Congestion heat map:
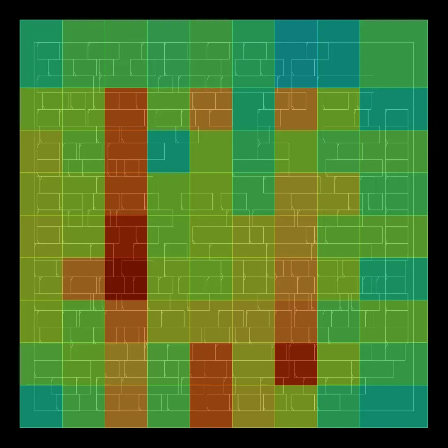
Sequential cells grouped by signal name:
Other sequential cells in the stronger grey, the rest of the logic in the fainter grey.
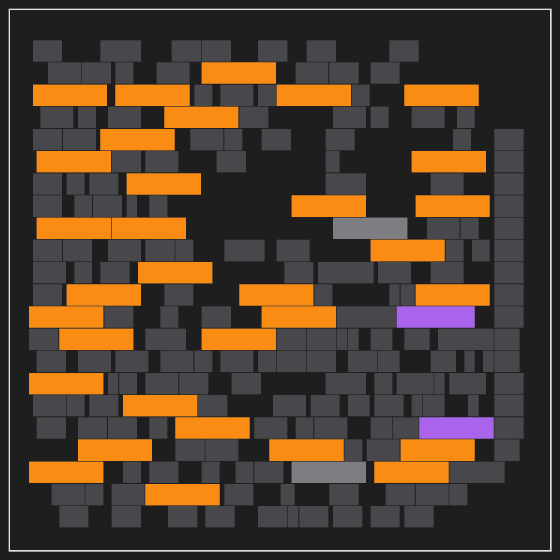
Cell classes on the final placement:
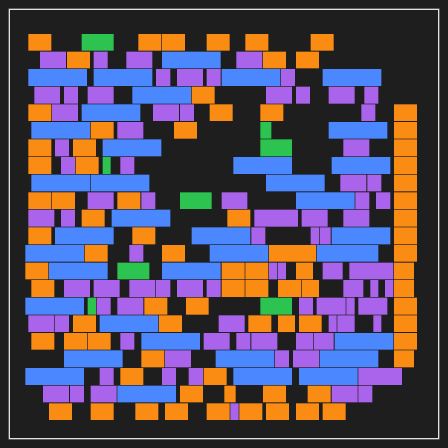
Drive-strength map:
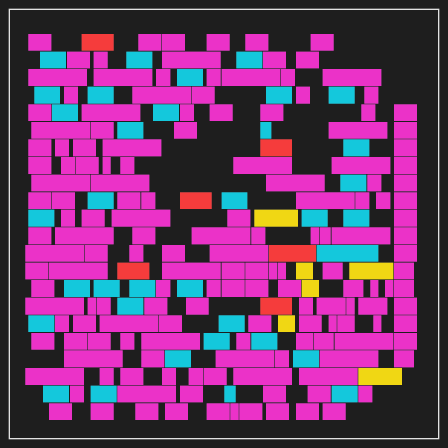
<file path="config.mk">
export PLATFORM = sky130hd
export DESIGN_NAME = stall_buffer_feeder
export DESIGN_NICKNAME = d
export VERILOG_FILES = /design/src/rtl/stall_buffer_feeder.sv
export SDC_FILE = /design/constraint.sdc
export NUM_CORES = 1
export LEC_CHECK = 0
export CAP_MARGIN = 25
export CORE_MARGIN = 2
export CORE_UTILIZATION = 43
export CTS_BUF_LIST = sky130_fd_sc_hd__clkbuf_8
export DETAILED_ROUTE_END_ITERATION = 10
export MAX_ROUTING_LAYER = met4
export PLACE_DENSITY = 0.92
export RECOVER_POWER = 50
export SYNTH_ARGS = -nofsm -noshare
export SYNTH_HDL_FRONTEND = slang
export SYNTH_SLANG_ARGS = --single-unit
</file>
<file path="constraint.sdc">
create_clock -name clk -period 2.1 [get_ports clk]
set_clock_uncertainty 0.05 [all_clocks]
set_input_delay 0.42 -clock clk [delete_from_list [all_inputs] [get_ports clk]]
set_output_delay 0.42 -clock clk [all_outputs]
set_load 0.02 [all_outputs]
</file>
<file path="src/rtl/stall_buffer_feeder.sv">
// stall_buffer_feeder
// Credit-based write-side controller for the two-slot pipeline stall buffer.
// Upstream words enter a one-entry holding register through a valid/ready
// handshake. A held word is written into the stall buffer (enq) only while a
// credit for a free slot is held. Credits return on deq_seen, and flush
// resets the feeder together with the buffer.
// Optional build macro: FEEDER_STATS_EN adds stall_cycles / issued_count.

module stall_buffer_feeder #(
    parameter  int WIDTH = 32,
    parameter  int DEPTH = 2,
    localparam int CW    = $clog2(DEPTH + 1)
) (
    input  logic             clk,
    input  logic             reset,
    input  logic             flush,
    input  logic             in_valid,
    input  logic [WIDTH-1:0] in_data,
    output logic             in_ready,
    input  logic             deq_seen,
    output logic             enq,
    output logic [WIDTH-1:0] enq_data,
    output logic [CW-1:0]    credits,
    output logic             stall,
    output logic             err_overflow
`ifdef FEEDER_STATS_EN
    ,
    output logic [15:0]      stall_cycles,
    output logic [15:0]      issued_count
`endif
);

    localparam logic [CW-1:0] FULL_CREDITS = CW'(DEPTH);

    typedef enum logic [1:0] {
        S_EMPTY,
        S_ISSUE,
        S_STALLED
    } state_t;

    logic             hold_valid;
    logic [WIDTH-1:0] hold_data;
    state_t           state;

    // Decode the feeder state from the holding register and credit count.
    always_comb begin
        // NOTE: default first so every path assigns state and no latch is inferred.
        state = S_EMPTY;
        if (hold_valid) begin
            state = (credits != '0) ? S_ISSUE : S_STALLED;
        end
    end

    // Handshake outputs; flush masks issue and accept in the same cycle.
    // deq_seen is deliberately absent here so a returned credit is only
    // usable from the following cycle.
    always_comb begin
        enq      = (state == S_ISSUE) && !flush;
        enq_data = hold_data;
        in_ready = !flush && (!hold_valid || enq);
        stall    = (state == S_STALLED);
    end

    // Holding register, credit counter and sticky overflow flag.
    always_ff @(posedge clk or posedge reset) begin
        // NOTE: sequential state uses non-blocking assignments only, so every
        // register samples the pre-edge values of its neighbours.
        if (reset) begin
            // NOTE: hold_data is a single word, so it is reset like any other
            // register; it is not a memory array.
            hold_valid   <= 1'b0;
            hold_data    <= '0;
            credits      <= FULL_CREDITS;
            err_overflow <= 1'b0;
        end else if (flush) begin
            hold_valid <= 1'b0;
            hold_data  <= '0;
            credits    <= FULL_CREDITS;
        end else begin
            // Loading has priority: a word accepted while the old one issues
            // replaces it and keeps hold_valid set.
            if (in_valid && in_ready) begin
                hold_data  <= in_data;
                hold_valid <= 1'b1;
            end else if (enq) begin
                hold_valid <= 1'b0;
            end

            // A dequeue reported with every credit already home cannot be
            // real: keep the count at DEPTH and latch the error.
            if (deq_seen && !enq && (credits == FULL_CREDITS)) begin
                err_overflow <= 1'b1;
            end else begin
                credits <= credits - CW'(enq) + CW'(deq_seen);
            end
        end
    end

`ifdef FEEDER_STATS_EN
    // Statistics counters; cleared by reset only, flush leaves them alone.
    always_ff @(posedge clk or posedge reset) begin
        if (reset) begin
            stall_cycles <= '0;
            issued_count <= '0;
        end else begin
            if (stall && (stall_cycles != 16'hFFFF)) begin
                stall_cycles <= stall_cycles + 16'd1;
            end
            if (enq) begin
                issued_count <= issued_count + 16'd1;
            end
        end
    end
`endif

endmodule

</file>
==> notes.org <==
* Flow results

** Critical path
- Type of destination of the critical path :: output pin
- The data arrival time reported for the critical path is 1.52 ns.
- Top fanout value on the critical path :: 6
- Listed in order, past its start point the critical path passes nor2_1, nor3b_4, dlygate4sd2_1.
- Data required time of the worst path :: 1.63 ns
- For reference, the most critical setup path is categorized as reg2out.
- The worst setup path is launched from a register.

** Finish
- Layout clock area frac :: 3.19%
- Gate Area :: 711 µm²
- Most frequent logic cells in the routed design :: clkdlybuf4s50_1 (53), dfrtp_1 (35), nor2b_1 (32), mux2_2 (32), dlygate4sd3_1 (18)
- In the finished layout, the clock tree contains a buffer count of 5.
- Tally of filler cells in the layout :: 309
- Multi-input logic portion of the cell area :: 27.9%

** Clocking
- TritonCTS created 5 clock buffers.
- H-tree Lvls :: 2
- Clock tree synthesis selected as its root buffer the cell clkbuf_8.
- The timing report gives the clock slew at the launch and capture registers of the worst setup and hold paths as 0.07 ns.
- Number of setup buffers added after CTS :: 0
- TritonCTS built the clock tree.

** Synth
- For reference, the top cells by area after synthesis are dfrtp_1 (53%), mux2_2 (22%), nor2b_1 (12%).
- Cell taking the most area after synthesis :: dfrtp_1
- Yosys mapped the design onto 19 distinct sky130hd cell types.
- Warnings reported by Yosys during synthesis add up to 0.
- The top cell type by area accounts for 52.6% of the synthesized area.
- For this design, Yosys synthesis ends with a cell count of 127.

** Global routing
- The first global-routing pass estimated 6.24 mm of wire.
- The number of global-route vias before repair is 1274.
- GRT met3 Usage :: 4.43%

** STA
- The final timing report counts setup violations totalling 0.
- In the final timing run, aggregate negative setup slack is 0 ns.
- For this run, the top clock speed supported by timing is 503 MHz.
- Final Max Tran Viols :: 0
- The transition time recorded at the tightest slew-check pin is 0.891 ns.
- Across all checked pins, the minimum headroom to the slew limit is 40.6%.

** Routing
- DRT Pass-1 Iters :: 4
- Total met2 wirelength after detailed routing :: 1.81 mm
- Post-DR vias/cell :: 4.76
- After detailed routing, the wire length on met1 is 1.62 mm.
- Remaining DRCs :: 0
- Top Layer Used :: met4

** Power
- Power density over cell area :: 650 nW/µm²
- Maximum vdd ir drop :: 0.446 mV

** Floorplan
- For this configuration, the core starts out at a cell density of 45.1%.
- Top-Level Pins :: 75
- For this floorplan the total number of well-tap instances is 48.

** Job
- MaxCap Viol Count :: 0
- OpenROAD emitted warnings numbering 26.

** Outcome
- The run finished with clean final reports.

** Place
- Routability congestion estimate from global placement :: 0.759
-- 'congestion heat map' (at the start) --
GR Layer Usage met2: 30.8%
Final Core Density: 69.1%
GR Util All Layers: 19.9%
grt met1 use: 24.5%
Top Usage Layer GRT: met2

-- 'sequential cells grouped by signal name' (at the start) --
enq_data: in orange, flops 32, where all over the die. credits: in purple, flops 2.
combined flip-flop and latch cell area: 902 µm²
sequential portion of the cell area: 35.4%

-- 'cell classes on the final placement' (at the start) --
remaining buffers and delay cells: in orange, cells 79, share of their area 32%. clock drivers and dummy loads: in green, cells 8, share of their area 3.3%. sequential cells: in blue, cells 36, share of their area 36%. combinational and other logic: in purple, cells 84, share of their area 29%.
final instance area: 2550 µm²
Core Rows: 22
Core ar.: 3690 µm²

-- 'drive-strength map' (at the start) --
_3 and _4 cells: in yellow, cells 6. _2 cells: in cyan, cells 35. _6 and larger: in red, cells 6. _0 and _1 cells: in magenta, cells 160.
Area Growth Syn to Fin: 53.2%
Signal buffers: 79
post-route worst setup slack: 0.112 ns

[power breakdown]
group	switching, mW	internal (mW)
Clock	0.241	0.223
Sequential	0.0322	0.750
Combinational	0.181	0.232
[timing repair]
| action | in CTS | in global routing |
|---|---|---|
| gates resized | 3 | 0 |
| endpoints found under the setup margin | 3 | 0 |
| hold endpoints to repair | 0 | 0 |
[synthesized netlist by cell type]
cell      count
dfrtp_1      35
mux2_2       32
nor2b_1      32
nor2_1        5
buf_6         3
inv_1         3
clkbuf_1      2
ha_1          2
nor3b_1       2
nor3b_4       2
a21oi_1       1
and3b_1       1
buf_2         1
clkbuf_2      1
dfstp_2       1
nand2_1       1
nor4b_1       1
o21bai_1      1
xnor2_1       1
[worst paths after layout]
kind                              startpoint      endpoint  cells after the start
worst max-delay path              credits[1]           enq                      3
worst min-delay path            err_overflow  err_overflow                      1
worst max register to register    credits[1]    credits[1]                      8
worst min register to register  err_overflow  err_overflow                      1
max in group asynchronous              reset  enq_data[16]                      3
min in group asynchronous              reset  err_overflow                      3
[metrics by stage]
stage	total power [mW]	cells	cell area (µm²)	utilization [%]	hold slack, ns
3_3_place_gp	1.22	247	2470	67.1	0.411
6_report	1.66	255	2550	69.1	0.445
3_5_place_dp	1.22	247	2470	67.1	0.431
2_1_floorplan	1.01	127	1680	-	0.500
4_1_cts	1.69	255	2550	69.2	0.448
5_1_grt	1.75	255	2550	69.1	0.454
[logic make-up (layout without fill, tap and decap cells)]
family	Yosys count	in the layout	share of synthesized area, %
buffers and inverters	10	90	3.76
AND-OR/OR-AND	2	2	0.752
AND/OR/NAND/NOR	44	44	17.6
multiplexers	32	32	21.7
flip-flops	36	36	54.2
adder cells (fa/ha/maj)	2	2	1.50
XOR/XNOR	1	1	0.526
No activity file was given, so power comes from the tool's default toggle rates.
